Run 1, the metal 1 layer:
Scale bar: 50 µm. Cells faint in the background.
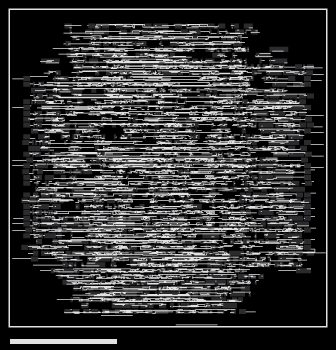
Run 1, the metal 2 layer:
Cells faint in the background.
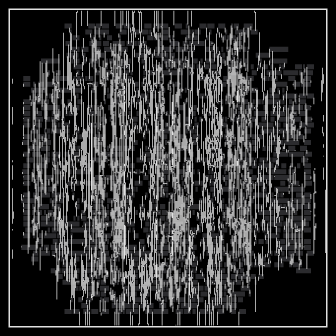
Run 1, M3 wires:
Scale bar: 50 µm. Cells faint in the background.
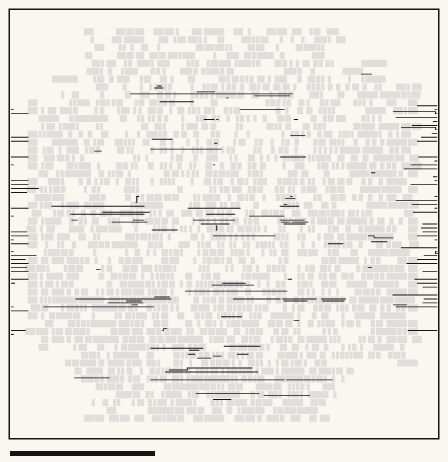
**src/rtl/ula_nbit.sv**
```systemverilog
// N-bit ALU with operand gating, output shifter and a one-deep valid/ready result register.
// Computes the combinational result each cycle and registers it with flags on an accepted request.
module ula_nbit #(
    parameter int W = 32
) (
    input  logic         clk,
    input  logic         rst,
    input  logic         in_valid,
    output logic         in_ready,
    input  logic [W-1:0] a,
    input  logic [W-1:0] b,
    input  logic         ena,
    input  logic         enb,
    input  logic         inva,
    input  logic [1:0]   f,
    input  logic         cin,
    input  logic         sll8,
    input  logic         sra1,
    output logic         out_valid,
    input  logic         out_ready,
    output logic [W-1:0] result,
    output logic         flag_n,
    output logic         flag_z,
    output logic         flag_c
);

    logic [W-1:0] xa;
    logic [W-1:0] xb;
    logic [W:0]   sum;
    logic [W-1:0] alu;
    logic [W-1:0] shifted;
    logic         carry;
    logic         take_in;
    logic         take_out;

    always_comb begin
        xa      = (ena ? a : '0) ^ {W{inva}};
        xb      = enb ? b : '0;
        sum     = {1'b0, xa} + {1'b0, xb} + {{W{1'b0}}, cin};
        alu     = '0;
        carry   = 1'b0;
        shifted = '0;
        case (f)
            2'b00: alu = xa & xb;
            2'b01: alu = xa | xb;
            2'b10: alu = ~xb;
            2'b11: begin
                alu   = sum[W-1:0];
                carry = sum[W];
            end
            default: alu = '0;
        endcase
        // Left shift wins when both shifter controls are asserted.
        if (sll8)
            shifted = {alu[W-9:0], 8'h00};
        else if (sra1)
            shifted = {alu[W-1], alu[W-1:1]};
        else
            shifted = alu;
    end

    // Handshake: a transfer happens on a rising edge where valid && ready are both high on
    // that side; in_ready depends only on the output register state, never on in_valid.
    assign in_ready = !out_valid || out_ready;
    assign take_in  = in_valid && in_ready;
    assign take_out = out_valid && out_ready;

    always_ff @(posedge clk) begin
        if (rst) begin
            out_valid <= 1'b0;
            result    <= '0;
            flag_n    <= 1'b0;
            flag_z    <= 1'b1;
            flag_c    <= 1'b0;
        end else begin
            if (take_in) begin
                out_valid <= 1'b1;
                result    <= shifted;
                flag_n    <= shifted[W-1];
                flag_z    <= (shifted == '0);
                flag_c    <= carry;
            end else if (take_out) begin
                out_valid <= 1'b0;
            end
        end
    end

endmodule

```
**config.mk**
```make
export PLATFORM = sky130hd
export DESIGN_NAME = ula_nbit
export DESIGN_NICKNAME = d
export VERILOG_FILES = /design/src/rtl/ula_nbit.sv
export SDC_FILE = /design/constraint.sdc
export NUM_CORES = 1
export LEC_CHECK = 0
export ABC_AREA = 1
export CORE_MARGIN = 5
export CORE_UTILIZATION = 35
export CTS_CLUSTER_DIAMETER = 60
export DETAILED_ROUTE_END_ITERATION = 6
export HOLD_SLACK_MARGIN = 0.08
export SETUP_SLACK_MARGIN = 0.2
export SYNTH_ARGS = -nofsm -noshare
export SYNTH_HDL_FRONTEND = slang
export SYNTH_SLANG_ARGS = --single-unit
```
**constraint.sdc**
```tcl
create_clock -name clk -period 3.9 [get_ports clk]
set_clock_uncertainty 0.2 [all_clocks]
set_input_delay 0.78 -clock clk [delete_from_list [all_inputs] [get_ports clk]]
set_output_delay 0.78 -clock clk [all_outputs]
set_load 0.005 [all_outputs]
```
==> metrics.log, run 1 <==
[flow] summary of implementation run
INFO  metric power_per_cell_area = 226 nW/µm²
INFO  metric met2RoutedLength = 12000 µm
INFO  metric ys_seq_share = approximately a tenth
INFO  metric initial_antenna_violation_count = 0
INFO  metric total_power = 0.00249 W
INFO  metric routedWlPerCell = about 15 µm
INFO  metric vdd_drop_max = roughly 160 µV
INFO  metric layout_worst_path_cycle_share = 91.2%
INFO  metric detailedRoute.firstPassIterationCount = 6
INFO  metric largest_register_ff_count = 32
INFO  metric registers.top_by_ff_count = result
INFO  metric async_flop_share = 0%
INFO  metric sink_count_of_the_clock_tree = 35
INFO  metric timing.critical_path.slowest_cell_delay = 0.46 ns
INFO  metric enable_flop_cells = 0
INFO  metric internal-power = 0.00145 W
INFO  metric multi_input_comb_area = 5900 µm²
INFO  metric grt_start_max_net_pins = 61
INFO  metric layout.comb_gates.multi_input = 961
INFO  metric critical_path_peak_fanout = 3
INFO  metric p_switching = 0.00104 W
INFO  metric timing_worst_slew_pin_value = about 0.67 ns
INFO  metric synthTopCellsByArea = nand2_1 (26%), ha_1 (12%), inv_1 (11%), dfxtp_1 (11%), nand3_1 (9.6%)
INFO  metric warnings = 60
INFO  metric crit_arrival = 3.58 ns
INFO  metric numPortBuffers = 112
INFO  metric worstSetupEndpointType = register
INFO  metric use_met2 = 35.7%
INFO  metric synth.yosys.warnings = 0
INFO  metric clock_power_share = 16.3%
INFO  metric overflow = 0
INFO  metric p_clk = 0.000405 W
INFO  metric postRouteAntennaNets = 0
INFO  metric total_count_of_hold_check_failures_in_the_final_report = 0
INFO  metric worst_r2r_startpoint = out_valid$_SDFFE_PP0P_
INFO  metric route.detailed.drc = 0
INFO  metric drt-met1-wl = 12900 µm
INFO  metric final_core_util = a little under 60%
INFO  metric max_clock_freq = about 280 MHz
INFO  metric antenna_cells = 0
INFO  metric placed_cells = 1764
INFO  metric report.final.slew_viol_count = 0
INFO  metric postSynthCellCount = 1251
INFO  metric grt_pass1_vias = 7704
INFO  metric cts_resized = 43
INFO  metric crit_required = 3.92 ns
INFO  metric critPathKind = in2reg
INFO  metric non_clock_buffering_overhead = 28.7%
INFO  metric most_instantiated_logic_cells_after_routing = nand2_1 (360), buf_4 (241), inv_1 (189)
INFO  metric n_clock_buffer = 8
INFO  metric finalWorstSetupSlack = 0.344 ns
INFO  metric hold_path.startpoint = flag_c$_SDFFE_PP0P_
INFO  metric yosys.cell_count.top_type = nand2_1
INFO  metric detailed_place_hpwl = 21000 µm
INFO  metric insertion_delay = approximately 0.27 ns
INFO  metric taps = 234
INFO  metric synth.comb.largest_family = simple AND/OR/NAND/NOR gates
INFO  metric die_area = 21800 µm²
INFO  metric worst_hold_path.endpoint = flag_c$_SDFFE_PP0P_
INFO  metric grt_first_pass_wirelength = around 40000 µm
INFO  metric gr_layer_usage_met1 = 33.3%
INFO  metric drt-total-wl = roughly 27000 µm
INFO  metric period_needed = 3.56 ns
INFO  metric power.share.switching = 41.6%
INFO  metric outcome = finished, final reports clean
INFO  metric post_synthesis_chip_area_from_yosys = 6630 µm²
INFO  metric ioPinCount = around 110
INFO  metric syn-num-nets = approximately 1400
INFO  metric detail_route.iter0.violations = 595
INFO  metric compound_cell_area_share_of_the_yosys_netlist = 12.3%
INFO  metric global_route.peak_usage_layer = met2
INFO  metric unrepaired_setup_endpoints_after_global_routing = yes
INFO  metric core-area = 18600 µm²
Notes on 'the metal 1 layer' above:
The layer carries 12900 µm of wire. 1569 nets have wire on it.

Notes on 'the metal 2 layer' above:
The wires run mostly vertical. The layer holds 45% of the routed length. 1341 nets have wire on it. The longest straight run is 62.9 µm. The layer carries 12000 µm of wire.

Notes on 'M3 wires' above:
132 nets have wire on it. The layer carries 1250 µm of wire. The longest straight run is 55.7 µm. The layer holds 4.7% of the routed length. The wires run mostly horizontal.

Run 1, zoomed window:
Region (22, 22) to (52, 52) µm. Cells in gray, sequential cells in the stronger gray; small squares are vias.
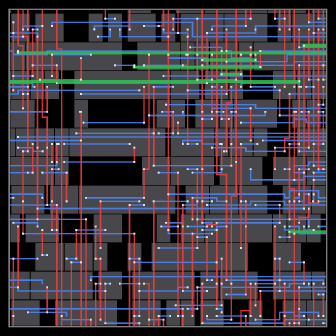

==> inputs of run 2 (changes only) <==
--- a/config.mk
+++ b/config.mk
@@ -6,11 +6,14 @@
 export NUM_CORES = 1
 export LEC_CHECK = 0
 export ABC_AREA = 1
+export CELL_PAD_IN_SITES_DETAIL_PLACEMENT = 0
+export CELL_PAD_IN_SITES_GLOBAL_PLACEMENT = 1
 export CORE_MARGIN = 5
-export CORE_UTILIZATION = 35
+export CORE_UTILIZATION = 33
 export CTS_CLUSTER_DIAMETER = 60
 export DETAILED_ROUTE_END_ITERATION = 6
 export HOLD_SLACK_MARGIN = 0.08
+export PLACE_DENSITY_LB_ADDON = 0.1
 export SETUP_SLACK_MARGIN = 0.2
 export SYNTH_ARGS = -nofsm -noshare
 export SYNTH_HDL_FRONTEND = slang
Run 2, zoomed window:
Region (23, 23) to (53, 53) µm. Cells in gray, sequential cells in the stronger gray; small squares are vias.
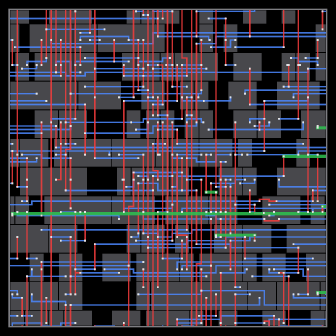
Green shows metal 3. Red shows metal 2. Blue shows metal 1.
90 logic cells have their middle in the window. Most frequent: nand2_1 (18), inv_1 (15), buf_4 (14). Sequential cells in the window: 0.

Run 2, M3 wires:
Scale bar: 50 µm. Cells faint in the background.
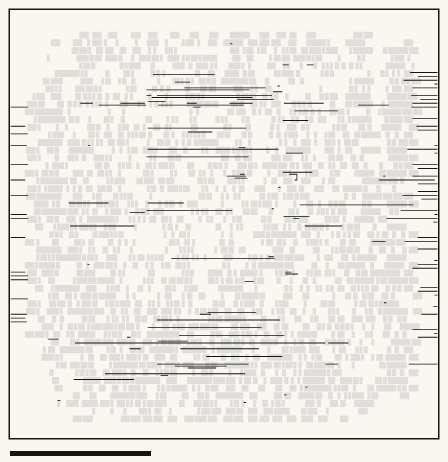
The layer carries 1510 µm of wire. The longest straight run is 88.3 µm. The layer holds 5.2% of the routed length. The wires run mostly horizontal.

==> metrics.log, run 2 <==
[flow] summary of implementation run
INFO  metric cts_resized = 56
INFO  metric p_leak = a little under 6 nW
INFO  metric flop_share_of_the_area = between 6 and 7%
INFO  metric finalNetCount = roughly 1700
INFO  metric enable_flop_cells = 0
INFO  metric overflow = 0
INFO  metric drt-total-wl = 29000 µm
INFO  metric detailedRoute.firstPassIterationCount = 5
INFO  metric most_instantiated_logic_cells_after_routing = nand2_1 (350), buf_4 (230), inv_1 (192)
INFO  metric p_clk = about 0.00046 W
INFO  metric initial_antenna_violation_count = 0
INFO  metric final-instance-count-excl-fill = 1835
INFO  metric timing.critical_path.slowest_cell_delay = ~0.47 ns
INFO  metric post_synthesis_chip_area_from_yosys = 6630 µm²
INFO  metric compound_cell_area_share_of_the_yosys_netlist = ~12%
INFO  metric report.final.slew_viol_count = 0
INFO  metric numPortBuffers = between 100 and 150
INFO  metric detailroute.via_count = 8851
INFO  metric cp_most_frequent_cell = nand2_1
INFO  metric timing.hold.worst.class = reg2reg
INFO  metric grt_start_max_net_pins = 50
INFO  metric power_consumed_by_sequential_cells = 0.000405 W
INFO  metric sink_count_of_the_clock_tree = 35
INFO  metric wl_met3 = 1510 µm
INFO  metric synth_area = 6630 µm²
INFO  metric unrepaired_setup_endpoints_after_global_routing = yes
INFO  metric synthDominantAreaCellType = nand2_1
INFO  metric power_per_cell_area = 230 nW/µm²
INFO  metric total_count_of_hold_check_failures_in_the_final_report = 0
INFO  metric warnings = 60
INFO  metric final-clk-cell-share = under 10%
INFO  metric antenna_cells = 0
INFO  metric timing.critical_path.to = flag_z$_SDFFE_PP1P_
INFO  metric cp.depth = 23
INFO  metric async_flop_share = 0%
INFO  metric gr_layer_usage_met1 = 34.0%
INFO  metric postRouteAntennaNets = 0
INFO  metric timing.reg2reg.setup_slack = 1.84 ns
INFO  metric layout.comb_gates.multi_input = around 960
INFO  metric synth.cellmix.simpleShare = 45.0%
INFO  metric yosys-stat-cells = 1251
INFO  metric flops = 35
INFO  metric pg_comb = 0.00175 W
INFO  metric placed_cells = 1786
INFO  metric final-setup-viol-count = 0
INFO  metric crit_path_start = a[9]
INFO  metric p_switching = roughly 0.0011 W
INFO  metric synthTopCellsByArea = nand2_1 (26%), ha_1 (12%), inv_1 (11%), dfxtp_1 (11%), nand3_1 (9.6%)
INFO  metric htree_num_levels = 2
INFO  metric dpl_cell_area = roughly 9400 µm²
INFO  metric hold_path.startpoint = flag_c$_SDFFE_PP0P_
INFO  metric synthXorXnorAreaFrac = under 10%
INFO  metric ys_seq_share = 10.6%
INFO  metric cts.root.buffer_cell = clkbuf_16
INFO  metric finalWorstSetupSlack = 0.347 ns
INFO  metric max_clock_freq = 281 MHz
INFO  metric syn-num-nets = 1393
INFO  metric power.share.switching = 41.7%
INFO  metric seq_area = between 700 and 800 µm²
INFO  metric synthTopCellsByCount = nand2_1 (456), inv_1 (202), nand3_1 (127), a21oi_1 (78), nor2_1 (68)
INFO  metric n_clock_buffer = 6
INFO  metric fa_ha_area_share = 12.7%
INFO  metric use_met2 = 39.2%
INFO  metric global_route.peak_usage_layer = met2
INFO  metric timing.critical_path.from_type = input pin
INFO  metric number_of_cells_on_the_worst_reg_to_reg_path = 13
INFO  metric yosys.cell_count.top_type = nand2_1
INFO  metric synth.comb.largest_family = simple AND/OR/NAND/NOR gates
INFO  metric numCtsBuffers = 5
INFO  metric grt_pass1_vias = 7996
INFO  metric worst_setup_hold_path_clk_slew = 0.05 ns
INFO  metric dominant_cells = logic gates
INFO  metric crit_required = a little under 4 ns
INFO  metric vdd_drop_max = 155 µV
INFO  metric insertion_delay = 0.28 ns
INFO  metric comb_power_share = 67.0%
INFO  metric min_delay_path_depth = 2
INFO  metric period_needed = 3.55 ns
INFO  metric worst_r2r_startpoint = out_valid$_SDFFE_PP0P_
INFO  metric dp_slack = -0.643 ns
INFO  metric comb_area_share = 55.0%
INFO  metric grt_first_pass_wirelength = 42500 µm
INFO  metric route.detailed.vias_per_inst = 4.82
INFO  metric clock_power_share = 17.5%
INFO  metric worst_hold_path.endpoint = flag_c$_SDFFE_PP0P_
INFO  metric layout_top_cell = nand2_1
INFO  metric globalRouteMet3Util = 1.67%
INFO  metric crit_path_cell_trace = clkdlybuf4s50_1 > nand2_1 > xor2_1 > inv_1 > ha_4 > nand2_4 > nor2_4 > nand2_2 > inv_1 > nand2_4 > nand2_4 > nand2_1 > nand3_1 > nand2_2 > nand3_2 > nand3_2 > nand2_1 > nand2_1 > nor2_2 > nand2_1 > nor3_2 > nand2_1 > nand2_1
INFO  metric ys.flop_type = dfxtp_1
INFO  metric timing.critical_path.max_delay_family = simple AND/OR/NAND/NOR gates
INFO  metric non_clock_buffering_overhead = 27.5%
INFO  metric ys_sh_mux = 0%
INFO  metric tns = 0 ns
INFO  metric ioPinCount = approximately 110
INFO  metric tritoncts_clock_tree = built
INFO  metric synth.yosys.warnings = 0
INFO  metric cts.path.max_buffers = 2
INFO  metric globalplace.congestion = around 0.92
INFO  metric critical_path.slowest_cell = clkdlybuf4s50_1
INFO  metric postSynthCellCount = 1251
INFO  metric worstSetupEndpointType = register
INFO  metric drt-met1-wl = 13500 µm
INFO  metric crit_arrival = 3.58 ns
INFO  metric core-area = 19600 µm²
INFO  metric route.detailed.drc = 0
INFO  metric synth.avg_cell_area = between 5 and 6 µm²
INFO  metric max_cap_viol_count = 0
INFO  metric die_area = 23000 µm²
INFO  metric detail_route.iter0.violations = 507
INFO  metric multi_input_comb_area = 6240 µm²
INFO  metric layout_worst_path_cycle_share = 91.1%
INFO  metric met2RoutedLength = 13200 µm
INFO  metric routedWlPerCell = about 16 µm
INFO  metric inverters = 209
INFO  metric total_power = 0.00261 W
INFO  metric registers.top_by_ff_count = result
INFO  metric ctsHoldBuffers = 0
INFO  metric detailed_place_hpwl = 22700 µm
INFO  metric critPathKind = in2reg
INFO  metric timing_worst_slew_pin_value = approximately 0.7 ns
INFO  metric final_core_util = about 58%
INFO  metric largest_register_ff_count = 32
INFO  metric slew-limit-headroom = 53.6%
INFO  metric critical_path_peak_fanout = 5
INFO  metric dominant_power_group = combinational logic
INFO  metric track_usage = about a quarter
INFO  metric taps = 265
INFO  metric outcome = finished, final reports clean
INFO  metric internal-power = ~0.0015 W
INFO  metric synth_cell_type_count = 36
Power figures rest on the tool's default switching activity, not on a simulated workload.
